--- src/rtl/mult_pkg.sv ---
// Shared types and helpers for the sequential shift-add multiplier.
package mult_pkg;

    typedef enum logic {
        IDLE = 1'b0,
        CALC = 1'b1
    } state_t;

    // Bit-counter width for a given operand width (at least one bit).
    function automatic int cnt_width(input int w);
        return (w <= 2) ? 1 : $clog2(w);
    endfunction

    // Two's-complement negate on a 64-bit container; callers size-cast the result.
    function automatic logic [63:0] twos_neg(input logic [63:0] v);
        return ~v + 64'd1;
    endfunction

endpackage

--- src/rtl/twos_abs.sv ---
// Conditional absolute value: returns |val| when en is set and val is negative.
// The most-negative input maps to its unsigned magnitude 2^(W-1).
module twos_abs #(
    parameter int W = 8
) (
    input  logic [W-1:0] val,
    input  logic         en,
    output logic [W-1:0] mag,
    output logic         is_neg
);

    // Negate only when the operand is treated as signed and its MSB is set.
    always_comb begin
        is_neg = en & val[W-1];
        mag    = is_neg ? (~val + W'(1)) : val;
    end

endmodule

--- src/rtl/rtl_multiply_n.sv ---
// Sequential shift-add multiplier, WIDTH x WIDTH -> 2*WIDTH, unsigned or signed.
// Optional build macro MULT_EARLY_EXIT_EN: finish as soon as the remaining
// multiplier magnitude is zero instead of always running WIDTH cycles.
module rtl_multiply_n
    import mult_pkg::*;
#(
    parameter int WIDTH = 8
) (
    input  logic                 clk,
    input  logic                 reset_n,
    input  logic                 start,
    input  logic                 signed_op,
    input  logic [WIDTH-1:0]     multiplicand,
    input  logic [WIDTH-1:0]     multiplier,
    output logic [2*WIDTH-1:0]   product,
    output logic                 busy,
    output logic                 done
);

    localparam int CNT_W = cnt_width(WIDTH);
    localparam logic [CNT_W-1:0] LAST_CNT = CNT_W'(WIDTH - 1);

    state_t               state_q, state_d;
    logic [2*WIDTH-1:0]   mc_q, mc_d;
    logic [WIDTH-1:0]     mb_q, mb_d;
    logic [2*WIDTH-1:0]   acc_q, acc_d;
    logic [CNT_W-1:0]     cnt_q, cnt_d;
    logic                 sign_q, sign_d;
    logic [2*WIDTH-1:0]   product_q, product_d;
    logic                 done_q, done_d;

    logic [WIDTH-1:0]     mag_a, mag_b;
    logic                 neg_a, neg_b;
    logic [2*WIDTH-1:0]   acc_sum;
    logic [WIDTH-1:0]     mb_shift;
    logic                 last_step;

    twos_abs #(.W(WIDTH)) u_abs_a (
        .val    (multiplicand),
        .en     (signed_op),
        .mag    (mag_a),
        .is_neg (neg_a)
    );

    twos_abs #(.W(WIDTH)) u_abs_b (
        .val    (multiplier),
        .en     (signed_op),
        .mag    (mag_b),
        .is_neg (neg_b)
    );

    // Datapath for one CALC step and the finish condition.
    always_comb begin
        acc_sum   = acc_q + (mb_q[0] ? mc_q : '0);
        mb_shift  = mb_q >> 1;
`ifdef MULT_EARLY_EXIT_EN
        last_step = (cnt_q == LAST_CNT) || (mb_shift == '0);
`else
        last_step = (cnt_q == LAST_CNT);
`endif
    end

    // Next-state and register updates for the IDLE/CALC controller.
    always_comb begin
        state_d   = state_q;
        mc_d      = mc_q;
        mb_d      = mb_q;
        acc_d     = acc_q;
        cnt_d     = cnt_q;
        sign_d    = sign_q;
        product_d = product_q;
        done_d    = 1'b0;
        case (state_q)
            IDLE: begin
                if (start) begin
                    mc_d    = {{WIDTH{1'b0}}, mag_a};
                    mb_d    = mag_b;
                    acc_d   = '0;
                    cnt_d   = '0;
                    sign_d  = neg_a ^ neg_b;
                    state_d = CALC;
                end
            end
            CALC: begin
                acc_d = acc_sum;
                mc_d  = mc_q << 1;
                mb_d  = mb_shift;
                cnt_d = cnt_q + CNT_W'(1);
                if (last_step) begin
                    product_d = sign_q ? (2*WIDTH)'(twos_neg(64'(acc_sum))) : acc_sum;
                    done_d    = 1'b1;
                    state_d   = IDLE;
                end
            end
            default: state_d = IDLE;
        endcase
    end

    // State and datapath registers; reset aborts any operation in flight.
    always_ff @(posedge clk or negedge reset_n) begin
        if (!reset_n) begin
            state_q   <= IDLE;
            mc_q      <= '0;
            mb_q      <= '0;
            acc_q     <= '0;
            cnt_q     <= '0;
            sign_q    <= 1'b0;
            product_q <= '0;
            done_q    <= 1'b0;
        end else begin
            state_q   <= state_d;
            mc_q      <= mc_d;
            mb_q      <= mb_d;
            acc_q     <= acc_d;
            cnt_q     <= cnt_d;
            sign_q    <= sign_d;
            product_q <= product_d;
            done_q    <= done_d;
        end
    end

    assign product = product_q;
    assign busy    = (state_q == CALC);
    assign done    = done_q;

endmodule

--- config.mk ---
export PLATFORM = sky130hd
export DESIGN_NAME = rtl_multiply_n
export DESIGN_NICKNAME = d
export VERILOG_FILES = /design/src/rtl/mult_pkg.sv /design/src/rtl/twos_abs.sv /design/src/rtl/rtl_multiply_n.sv
export SDC_FILE = /design/constraint.sdc
export NUM_CORES = 1
export LEC_CHECK = 0
export CAP_MARGIN = 20
export CORE_MARGIN = 2
export CORE_UTILIZATION = 59
export DETAILED_ROUTE_END_ITERATION = 8
export PLACE_DENSITY = 0.81
export SYNTH_ARGS = -nofsm -noshare
export SYNTH_HDL_FRONTEND = slang
export SYNTH_HIERARCHICAL = 1
export SYNTH_SLANG_ARGS = --single-unit
export TNS_END_PERCENT = 20
--- constraint.sdc ---
create_clock -name clk -period 9 [get_ports clk]
set_clock_uncertainty 0.05 [all_clocks]
set_input_delay 1.35 -clock clk [delete_from_list [all_inputs] [get_ports clk]]
set_output_delay 1.35 -clock clk [all_outputs]
set_load 0.05 [all_outputs]
==> reports/results.txt <==
Log Warnings: 26
Initial antenna violation count: 0
Core Util at FP: 0.617
Fill cell count: 518
Mapped Avg Cell Area: 9.04 um^2
H-tree depth: 3
Most frequent cells in the layout: nand2_1, dfrtp_1, o21ai_0
Rel. slew slack: 0.431
Status: completed
Critical Path Source Type: flip-flop
Largest net degree at the start of global routing: 63
Flops out of synthesis: 62
DP Area: 4380 um^2
Final hold viol count: 0
Root Buffer: clkbuf_8
Yosys Instances: 441
Total track usage: 0.240
Drc violations: 0
Static Leak: 2.13 nW
Worst slack, placed: 5.48 ns
Netlist Area Pre-Place: 3990 um^2
Vias: 3279
Tot Pwr: 1.55 mW
Post-CTS resize count: 0
Ports: 38
CP Data Required Time: 9.14 ns
Fin. max-slew vios: 0
Max frequency: 280 MHz
Final nets: 514
Finish-stage setup viols: 0
Final Critical Period: 3.57 ns
Power density over the cells: 336 nW/um^2
Final Non-Filler Cells: 555
Die Wd: 86.2 um
[cell usage after synthesis, types with 3 or more instances]
master and number:
nand2_1 76, dfrtp_1 62, o21ai_0 55, xor2_1 23, ha_1 20, mux2i_1 18
nor2_1 18, and2_1 16, inv_1 16, a21oi_1 15, clkbuf_1 11, xnor2_1 11
a22o_1 10, nand3_1 9, nor3_1 8, buf_4 6, o21ai_1 5, a21o_1 4
o211ai_1 4, nand4_1 3, o31ai_1 3
[sequential cells by signal, indices dropped and copies added, names as in the netlist]
name and count:
acc_q 16, busy 1, cnt_q 3, done 1, mb_q 8, mc_q 16
product 16, sign_q 1
[power by group]
group | switching [mW] | internal, mW
sequential | 0.0852 | 0.391
clock | 0.110 | 0.162
combinational | 0.494 | 0.306
[layout make-up]
class / instances / area [um^2] / share of cell area
inverter: 17 / 63.8 / 0.0139
tap: 77 / 96.3 / 0.0209
clock buffer: 10 / 138 / 0.0299
sequential: 62 / 1550 / 0.337
timing repair buffer: 41 / 395 / 0.0859
multi-input combinational: 342 / 2270 / 0.494
clock inverter: 6 / 85.1 / 0.0185
[cells by family (layout without fill, tap and decap cells)]
| group | Yosys count | count (layout) | share of synthesized area |
|---|---|---|---|
| AOI/OAI and AO/OA | 126 | 126 | 0.216 |
| buffers and inverters | 37 | 74 | 0.0408 |
| muxes | 18 | 18 | 0.0452 |
| and+or+nand+nor | 143 | 143 | 0.166 |
| xor gates and xnor gates | 34 | 34 | 0.0747 |
| adders and majority gates | 21 | 21 | 0.0678 |
| DFF | 62 | 62 | 0.389 |
[final timing paths]
| check | start | end | slack, ns | cells after the start |
|---|---|---|---|---|
| setup / recovery | mb_q[0] | product[13] | 5.43 | 11 |
| hold / removal | product[7] | product[7] | 0.43 | 2 |
| setup reg to reg | mb_q[0] | product[13] | 5.43 | 11 |
| hold reg to reg | product[7] | product[7] | 0.43 | 2 |
| max in group asynchronous | reset_n | product[6] | 7.27 | 2 |
| min in group asynchronous | reset_n | product[1] | 1.08 | 2 |
[metal layers]
layer / wire, um / global-route usage / up-vias
li1: - / - / 1618
met1: 3930 / 0.325 / 1548
met2: 3670 / 0.392 / 93
met3: 401 / 0.0390 / 20
met4: 163 / 0.0909 / 0
met5: 0 / 0 / -
[worst max-delay path: cells and delay by family (launching register included)]
family | cells | cell delay, ns
AND-OR/OR-AND | 6 | 1.55
XOR/XNOR | 1 | 0.16
adder cells (fa/ha/maj) | 2 | 0.68
flip-flops | 1 | 0.51
AND/OR/NAND/NOR | 2 | 0.47
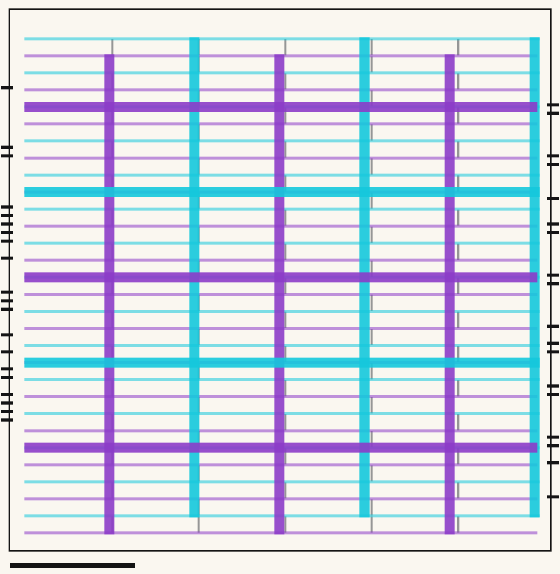
Fig. 1. Floorplan with the power grid.
Scale bar: 20 um. Pins as bars on the die edge. Tap cells in grey.
Cyan stands for VDD. Purple stands for VSS.
38 signal pins sit on the boundary. 5 straps on met5. 6 straps on met4. The core has 29 rows.
Die Y: 86.2 um
Max VDD drop: 0.135 mV

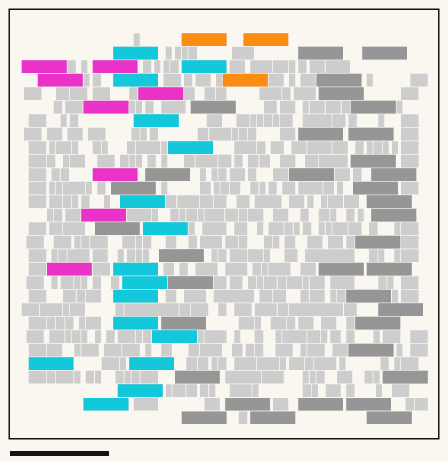
Fig. 2. Sequential cells grouped by signal name.
Scale bar: 20 um.
Magenta stands for mb_q, flops 8. Orange stands for cnt_q, flops 3. Cyan stands for mc_q, flops 16.
Another 35 sequential cells are not coloured.

Power and IR drop assume default switching activity.
